==> config.mk <==
export PLATFORM = sky130hd
export DESIGN_NAME = mem_arb2
export DESIGN_NICKNAME = d
export VERILOG_FILES = /design/src/rtl/mem_arb2.sv
export SDC_FILE = /design/constraint.sdc
export NUM_CORES = 1
export LEC_CHECK = 0
export ABC_CLOCK_PERIOD_IN_PS = 1900
export CAP_MARGIN = 15
export CELL_PAD_IN_SITES_DETAIL_PLACEMENT = 0
export CELL_PAD_IN_SITES_GLOBAL_PLACEMENT = 1
export CORE_UTILIZATION = 29
export DETAILED_ROUTE_END_ITERATION = 8
export PLACE_DENSITY_LB_ADDON = 0.1
export RECOVER_POWER = 50
export SYNTH_ARGS = -nofsm -noshare
export SYNTH_HDL_FRONTEND = slang
export SYNTH_SLANG_ARGS = --single-unit
==> constraint.sdc <==
create_clock -name clk_i -period 1.9 [get_ports clk_i]
set_clock_uncertainty 0.05 [all_clocks]
set_input_delay 0.19 -clock clk_i [delete_from_list [all_inputs] [get_ports clk_i]]
set_output_delay 0.19 -clock clk_i [all_outputs]
set_load 0.02 [all_outputs]
==> src/rtl/mem_arb2.sv <==
// mem_arb2: two-master round-robin arbiter and sequencer
// in front of the single-port memdes memory.
module mem_arb2 #(
  parameter int ADDRWIDTH = 4,
  parameter int DATAWIDTH = 16,
  parameter int TIMEOUT   = 15
) (
  input  logic                 clk_i,
  input  logic                 rst_i,
  input  logic                 req0_valid_i,
  input  logic                 req0_wr_i,
  input  logic [ADDRWIDTH-1:0] req0_addr_i,
  input  logic [DATAWIDTH-1:0] req0_wdata_i,
  output logic                 req0_ready_o,
  output logic                 req0_err_o,
  output logic [DATAWIDTH-1:0] req0_rdata_o,
  input  logic                 req1_valid_i,
  input  logic                 req1_wr_i,
  input  logic [ADDRWIDTH-1:0] req1_addr_i,
  input  logic [DATAWIDTH-1:0] req1_wdata_i,
  output logic                 req1_ready_o,
  output logic                 req1_err_o,
  output logic [DATAWIDTH-1:0] req1_rdata_o,
  output logic                 mem_valid_o,
  output logic                 mem_wr_en_o,
  output logic                 mem_rd_en_o,
  output logic [ADDRWIDTH-1:0] mem_addr_o,
  output logic [DATAWIDTH-1:0] mem_wdata_o,
  input  logic [DATAWIDTH-1:0] mem_rdata_i,
  input  logic                 mem_ready_i,
  output logic [1:0]           grant_o
);

  localparam int CW = $clog2(TIMEOUT + 1);
  localparam logic [CW-1:0] CNT_LAST = CW'(TIMEOUT - 1);
  localparam logic [CW-1:0] CNT_ONE  = CW'(1);

  typedef enum logic [1:0] {
    S_IDLE,
    S_ACCESS,
    S_RESP
  } state_t;

  state_t r_state;
  state_t w_state_nxt;

  logic                 r_prio;
  logic [1:0]           r_grant;
  logic                 r_wr;
  logic [ADDRWIDTH-1:0] r_addr;
  logic [DATAWIDTH-1:0] r_wdata;
  logic                 r_err;
  logic [CW-1:0]        r_cnt;
  logic [DATAWIDTH-1:0] r_rdata0;
  logic [DATAWIDTH-1:0] r_rdata1;

  logic w_any;
  logic w_pick1;
  logic w_last;

  assign w_any   = req0_valid_i | req1_valid_i;
  // master 1 wins when alone, or when both ask and it holds priority
  assign w_pick1 = req1_valid_i & (~req0_valid_i | r_prio);
  assign w_last  = (r_cnt == CNT_LAST);

  always_ff @(posedge clk_i or posedge rst_i) begin
    if (rst_i) begin
      r_state <= S_IDLE;
    end else begin
      r_state <= w_state_nxt;
    end
  end

  always_comb begin
    w_state_nxt  = r_state;
    mem_valid_o  = 1'b0;
    mem_wr_en_o  = 1'b0;
    mem_rd_en_o  = 1'b0;
    req0_ready_o = 1'b0;
    req0_err_o   = 1'b0;
    req1_ready_o = 1'b0;
    req1_err_o   = 1'b0;
    unique case (r_state)
      S_IDLE: begin
        if (w_any) begin
          w_state_nxt = S_ACCESS;
        end
      end
      S_ACCESS: begin
        mem_valid_o = 1'b1;
        mem_wr_en_o = r_wr;
        mem_rd_en_o = ~r_wr;
        if (mem_ready_i || w_last) begin
          w_state_nxt = S_RESP;
        end
      end
      S_RESP: begin
        req0_ready_o = r_grant[0];
        req0_err_o   = r_grant[0] & r_err;
        req1_ready_o = r_grant[1];
        req1_err_o   = r_grant[1] & r_err;
        w_state_nxt  = S_IDLE;
      end
      default: begin
        w_state_nxt = S_IDLE;
      end
    endcase
  end

  always_ff @(posedge clk_i or posedge rst_i) begin
    if (rst_i) begin
      r_prio   <= 1'b0;
      r_grant  <= 2'b00;
      r_wr     <= 1'b0;
      r_addr   <= '0;
      r_wdata  <= '0;
      r_err    <= 1'b0;
      r_cnt    <= '0;
      r_rdata0 <= '0;
      r_rdata1 <= '0;
    end else begin
      unique case (r_state)
        S_IDLE: begin
          if (w_any) begin
            r_grant <= w_pick1 ? 2'b10 : 2'b01;
            r_prio  <= ~w_pick1;
            r_wr    <= w_pick1 ? req1_wr_i : req0_wr_i;
            r_addr  <= w_pick1 ? req1_addr_i : req0_addr_i;
            r_wdata <= w_pick1 ? req1_wdata_i : req0_wdata_i;
            r_cnt   <= '0;
          end
        end
        S_ACCESS: begin
          // a ready in the final cycle beats the timeout
          if (mem_ready_i) begin
            r_err <= 1'b0;
            if (r_grant[1]) begin
              r_rdata1 <= mem_rdata_i;
            end else begin
              r_rdata0 <= mem_rdata_i;
            end
          end else if (w_last) begin
            r_err <= 1'b1;
          end else if (r_cnt != '1) begin
            r_cnt <= r_cnt + CNT_ONE;
          end
        end
        S_RESP: begin
          r_grant <= 2'b00;
        end
        default: begin
          r_grant <= 2'b00;
        end
      endcase
    end
  end

  assign mem_addr_o   = r_addr;
  assign mem_wdata_o  = r_wdata;
  assign req0_rdata_o = r_rdata0;
  assign req1_rdata_o = r_rdata1;
  assign grant_o      = r_grant;

endmodule

**Run 1: nets reached from selected ports**

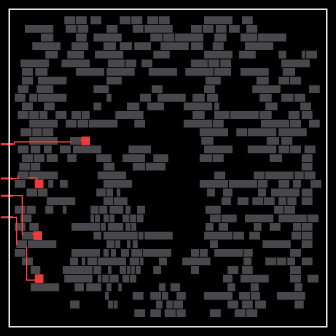
- red: req1_addr_i (bits 4; direction input; end cells 4; buffers 4; wire 74.1 um)

**Run 1: local utilization**

The die is cut into 10 by 10 equal tiles; black is low, pale yellow is high, 0 to 100% covered.
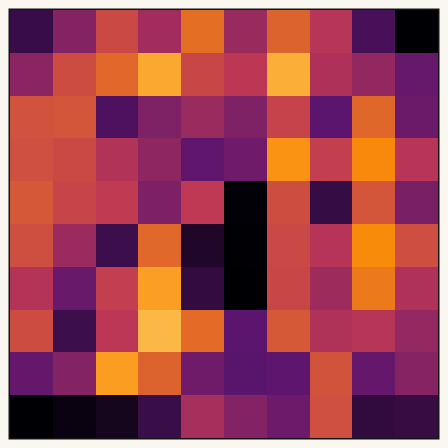
- mean over tiles: 42%
- tiles over 75% full: 6.0%
- fullest tile: 85%
- nearly empty tiles: 5.0%

==> run_results.csv, run 1 <==
group,metric,value,unit
detailed_routing,wl_met3,514,um
synth,ys_seq_share,56.8,%
finish,seq_area_share,36.0,%
finish,comb_area_share,25.0,%
clock_network,h-tree-depth,3,
synth,synth_top_flop_cell,"dfrtp_1",
finish,area_delta_synth_final,58.1,%
detailed_routing,routed_via_density,4.58,
worst_setup_path,ff2ff_path_depth,6,
grt,grt_util_met3,4.53,%
clock_network,post_cts_resized,8,
finish,nets,406,
sta,fin_ws,0.143,ns
clock_network,cts_buffers,9,
worst_setup_path,cp_num_buf_inv,2,
run_status,outcome,"finished clean",
run,maxCapViolCount,0,
floorplanning,initial_utilization,30.0,%
finish,comb_area,1100,sq um
synth,synthCells,205,
detailed_routing,wl_per_cell,14.7,um
synth,floorplan.nets,270,
finish,drive_gt1_share,20.8,%
synth,yosys-top-cells-area,"dfrtp_1, mux2_2, a22o_1",
floorplanning,chipWidth,99.8,um
power_and_ir_drop,sequentialPowerShare,32.2,%
finish,clock_area_share,4.48,%
sta,fin_setup_tns,0,ns
detailed_routing,num_vias,2176,
finish,post-route-util,47.4,%
clock_network,root_buffer,"clkbuf_8",
synth,async_reset_ff_share,100,%
clock_network,clockBufferDepth,2,
detailed_routing,first_iter_violations,37,
synth,top_area_share,56.8,%
**Run 1: signal wires on met3**

Bar = 20 um.
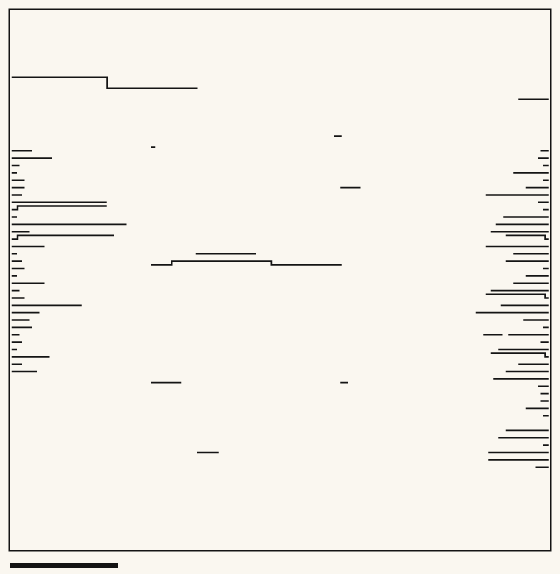
- share of all routed wire: 7.4%
- wire length on this layer: 515 um
- nets with wire on the layer: 79

==> run 1: cell families (layout without fill, tap and decap cells) <==
| kind of cell | after synthesis | count (layout) |
|---|---|---|
| multiplexers | 33 | 33 |
| AND-OR/OR-AND | 60 | 60 |
| buffers and inverters | 18 | 159 |
| adder cells (fa/ha/maj) | 2 | 2 |
| AND/OR/NAND/NOR | 29 | 29 |
| flip-flops | 63 | 63 |
==> run 1: sequential cells by signal, summed over array words and instances, names as in the netlist <==
name	cells
r_wr	1
req1_rdata_o	16
grant_o	2
r_state	2
req0_rdata_o	16
mem_addr_o	4
mem_wdata_o	16
r_cnt	4
r_err	1
r_prio	1
==> run 1 -> run 2 <==
ABC_CLOCK_PERIOD_IN_PS = 2200   (was 1900)
CORE_UTILIZATION = 35   (was 29)
PLACE_DENSITY_LB_ADDON = 0.05   (was 0.1)
TNS_END_PERCENT = 20   (was not set)
clock period = 2.2 ns   (was 1.9 ns; I/O delays follow)
==> run 2 against run 1 <==
Sequential share of layout area rose by 0.73 points. Combinational power decreased by 17%. Total power fell by 15%. Design area is 1.9% lower. First-iteration DRC count increased by 49%. Critical path depth is 2 lower. Clock power fell by about 10%. Critical path type is now reg2out.
==> run_results.csv, run 2 <==
group,metric,value,unit
finish,drive_gt1_share,18.1,%
synth,synthCells,205,
finish,nets,398,
worst_setup_path,cp_num_buf_inv,2,
synth,floorplan.nets,270,
detailed_routing,wl_met3,376,um
synth,ys_seq_share,56.8,%
clock_network,h-tree-depth,3,
clock_network,root_buffer,"clkbuf_8",
finish,post-route-util,55.9,%
detailed_routing,wl_per_cell,15.7,um
clock_network,post_cts_resized,0,
detailed_routing,first_iter_violations,55,
finish,comb_area_share,25.4,%
synth,top_area_share,56.8,%
floorplanning,die_h,91.0,um
worst_setup_path,cpPeakStageDelay,0.59,ns
finish,area_delta_synth_final,55.0,%
worst_setup_path,crit_path_top_delay_cell,"clkdlybuf4s50_1",
synth,yosys-top-cells-area,"dfrtp_1, mux2_2, a22o_1",
finish,clock_area_share,4.60,%
sta,max_clock_freq,479,MHz
finish,comb_area,1090,sq um
detailed_routing,routed_via_density,4.86,
synth,top_area_cell,"dfrtp_1",
finish,seq_area_share,36.7,%
clock_network,clockBufferDepth,2,
grt,grt_util_met3,3.60,%
run,maxCapViolCount,0,
clock_network,cts_buffers,9,
synth,async_reset_ff_share,100,%
floorplanning,initial_utilization,36.1,%
run_status,outcome,"finished clean",
synth,edf_count,0,
placed_design,io_buffers,123,
grt,grt_use_met2,26.9,%
detailed_routing,num_vias,2133,
sta,fin_setup_tns,0,ns
synth,synth_top_flop_cell,"dfrtp_1",
sta,fin_ws,0.112,ns
## run 2: cell counts after synthesis
No cell type changed its count.
## run 2: final timing paths
kind,end,slack [ns],cells past startpoint
max,mem_wr_en_o,0.11,4
max reg2reg,r_cnt[1],0.46,6
min,mem_addr_o[1],0.25,2
min in group clk_i,mem_wdata_o[9],0.42,2
min reg2reg,req1_rdata_o[5],0.45,1
max in group asynchronous,r_state[0],0.49,3
## run 2: where the power goes
group | internal [mW] | switching [mW]
registers | 1.72 | 0.350
logic | 1.68 | 1.49
clock network | 0.578 | 0.432
## run 2: metrics by stage
stage / cell area, sq um / hold WS (ns)
2_1_floorplan: 2770 / 0.286
3_3_place_gp: 4120 / 0.438
3_5_place_dp: 4120 / 0.440
4_1_cts: 4320 / 0.0728
5_1_grt: 4300 / 0.291
6_report: 4300 / 0.254
**Run 2: local utilization**

The die is cut into 9 by 9 equal tiles; black is low, pale yellow is high, 0 to 100% covered.
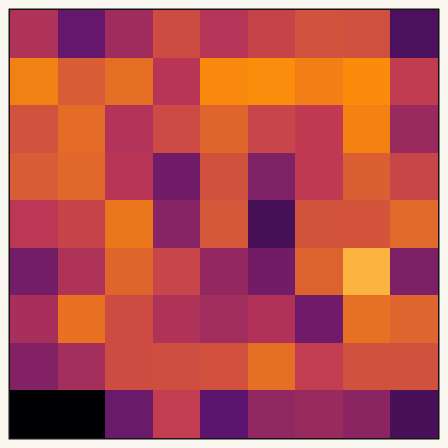
- mean over tiles: 50%
- tiles over 75% full: 2.5%
- nearly empty tiles: 2.5%
- fullest tile: 84%

**Run 2: gate families picked out**

Bar = 20 um.
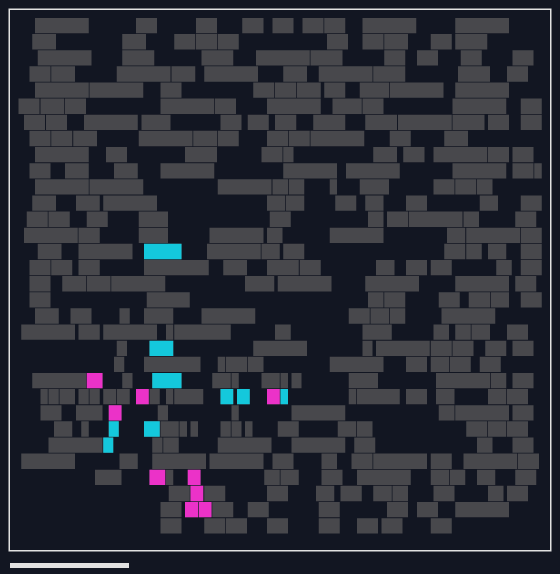
- magenta: and/or cells (cells 9; most used and3_1)
- cyan: nand cells (cells 9)

**Run 2: nets reached from selected ports**

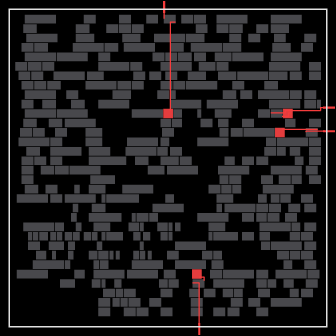
- red: req1_addr_i (bits 4; direction input; end cells 4; buffers 4; wire 81.2 um)

==> run 2 -> run 3 <==
CAP_MARGIN = not set   (was 15)
==> run 3 against run 2 <==
Count of clock-buffer cells in the layout is the same. Largest cell class unchanged. Critical endpoint unchanged. First-iteration DRC count unchanged. Core utilization did not move.
==> run_results.csv, run 3 <==
group,metric,value,unit
run_status,outcome,"finished clean",
grt,grt_use_met2,26.9,%
worst_setup_path,critPathCapture,"mem_wr_en_o",
finish,final_area,4300,sq um
grt,grt_util_met3,3.60,%
clock_network,h-tree-depth,3,
synth,edf_count,0,
worst_setup_path,ff2ff_setup_slack,0.46,ns
synth,xor_share,0,%
clock_network,clockBufferDepth,2,
power_and_ir_drop,clockPowerShare,16.2,%
power_and_ir_drop,power_switching,2.27,mW
worst_setup_path,cpPeakStageDelay,0.59,ns
power_and_ir_drop,switching_share,36.3,%
clock_network,cts_buffers,9,
power_and_ir_drop,pwr-share-comb,50.7,%
worst_setup_path,ff2ff_path_depth,6,
finish,post-route-util,55.9,%
worst_setup_path,reg2reg_to,"r_cnt[1]",
floorplanning,core_area,7690,sq um
sta,timing.hold.ws,0.254,ns
worst_setup_path,cp_num_buf_inv,2,
detailed_routing,first_iter_violations,55,
placed_design,io_buffers,123,
sta,fin_ws,0.112,ns
finish,area_delta_synth_final,55.0,%
detailed_routing,wl_per_cell,15.7,um
floorplanning,die_h,91.0,um
clock_network,cts.sinks,63,
sta,max_clock_freq,479,MHz
power_and_ir_drop,vdd_drop_max,0.632,mV
synth,synthCells,205,
power_and_ir_drop,p_seq,2.07,mW
detailed_routing,num_vias,2133,
synth,floorplan.nets,270,
detailed_routing,routed_via_density,4.86,
power_and_ir_drop,sequentialPowerShare,33.2,%
worst_setup_path,crit_path_top_delay_cell,"clkdlybuf4s50_1",
finish,nets,398,
synth,yosys-top-cells-area,"dfrtp_1, mux2_2, a22o_1",
synth,top_area_share,56.8,%
synth,top_area_cell,"dfrtp_1",
synth,synth_top_flop_cell,"dfrtp_1",
power_and_ir_drop,power_combinational,3.16,mW
worst_setup_path,path_depth,4,
floorplanning,initial_utilization,36.1,%
placed_design,place_area,4120,sq um
power_and_ir_drop,power_leader,"combinational cells",
synth,async_reset_ff_share,100,%
-- run 3: cell counts in the layout (fill, tap and decap cells not counted) --
Identical to the previous run, type by type.
-- run 3: repair_timing --
action | in CTS | in global routing
hold buffers | 0 | 0
setup endpoints to repair | 0 | 2
gates resized | 0 | 2
-- run 3: cell type report --
| cell class | count | share of cell area, % |
|---|---|---|
| Clock buffer | 12 | 3.61 |
| Clock inverter | 3 | 0.989 |
| Inverter | 8 | 0.815 |
| Multi-Input combinational cell | 124 | 25.4 |
| Sequential cell | 63 | 36.7 |
| Tap cell | 102 | 2.97 |
| Timing Repair Buffer | 127 | 29.5 |
-- run 3: kinds of logic after synthesis --
| group | Yosys count |
|---|---|
| buf+inv | 18 |
| simple gates | 29 |
| fa+ha+maj | 2 |
| mux | 33 |
| flops | 63 |
| compound gates | 60 |
**Run 3: nets reached from selected ports**

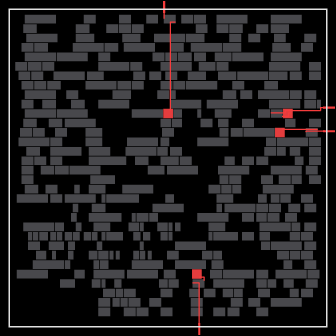
- red: req1_addr_i (bits 4; direction input; end cells 4; buffers 4; wire 81.2 um)

**Run 3: signal wires on met3**

Bar = 20 um.
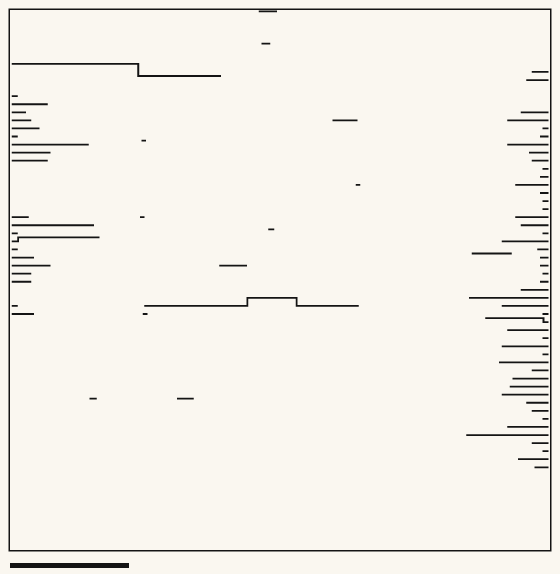
- main direction: horizontal
- nets with wire on the layer: 73
- share of all routed wire: 5.5%

**Run 3: local utilization**

The die is cut into 9 by 9 equal tiles; black is low, pale yellow is high, 0 to 100% covered.
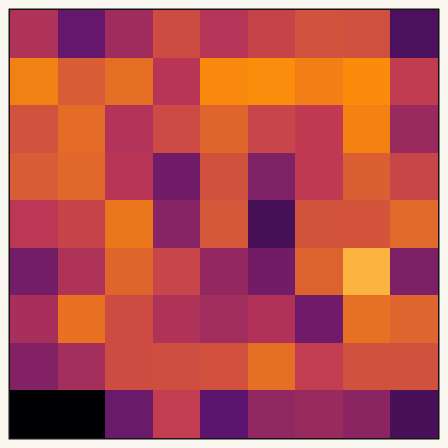
- tiles over 75% full: 2.5%
- fullest tile: 84%
- nearly empty tiles: 2.5%


==> layout pictures side by side <==
Placed standard cells.
panel A
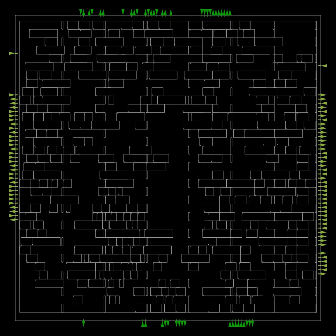
panel B
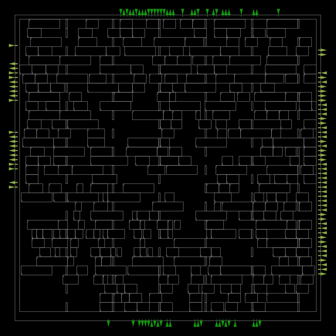
Of these, highest utilization: panel B
For run 1, see panel A.
For run 2, see panel B.

Power and IR drop assume default switching activity.
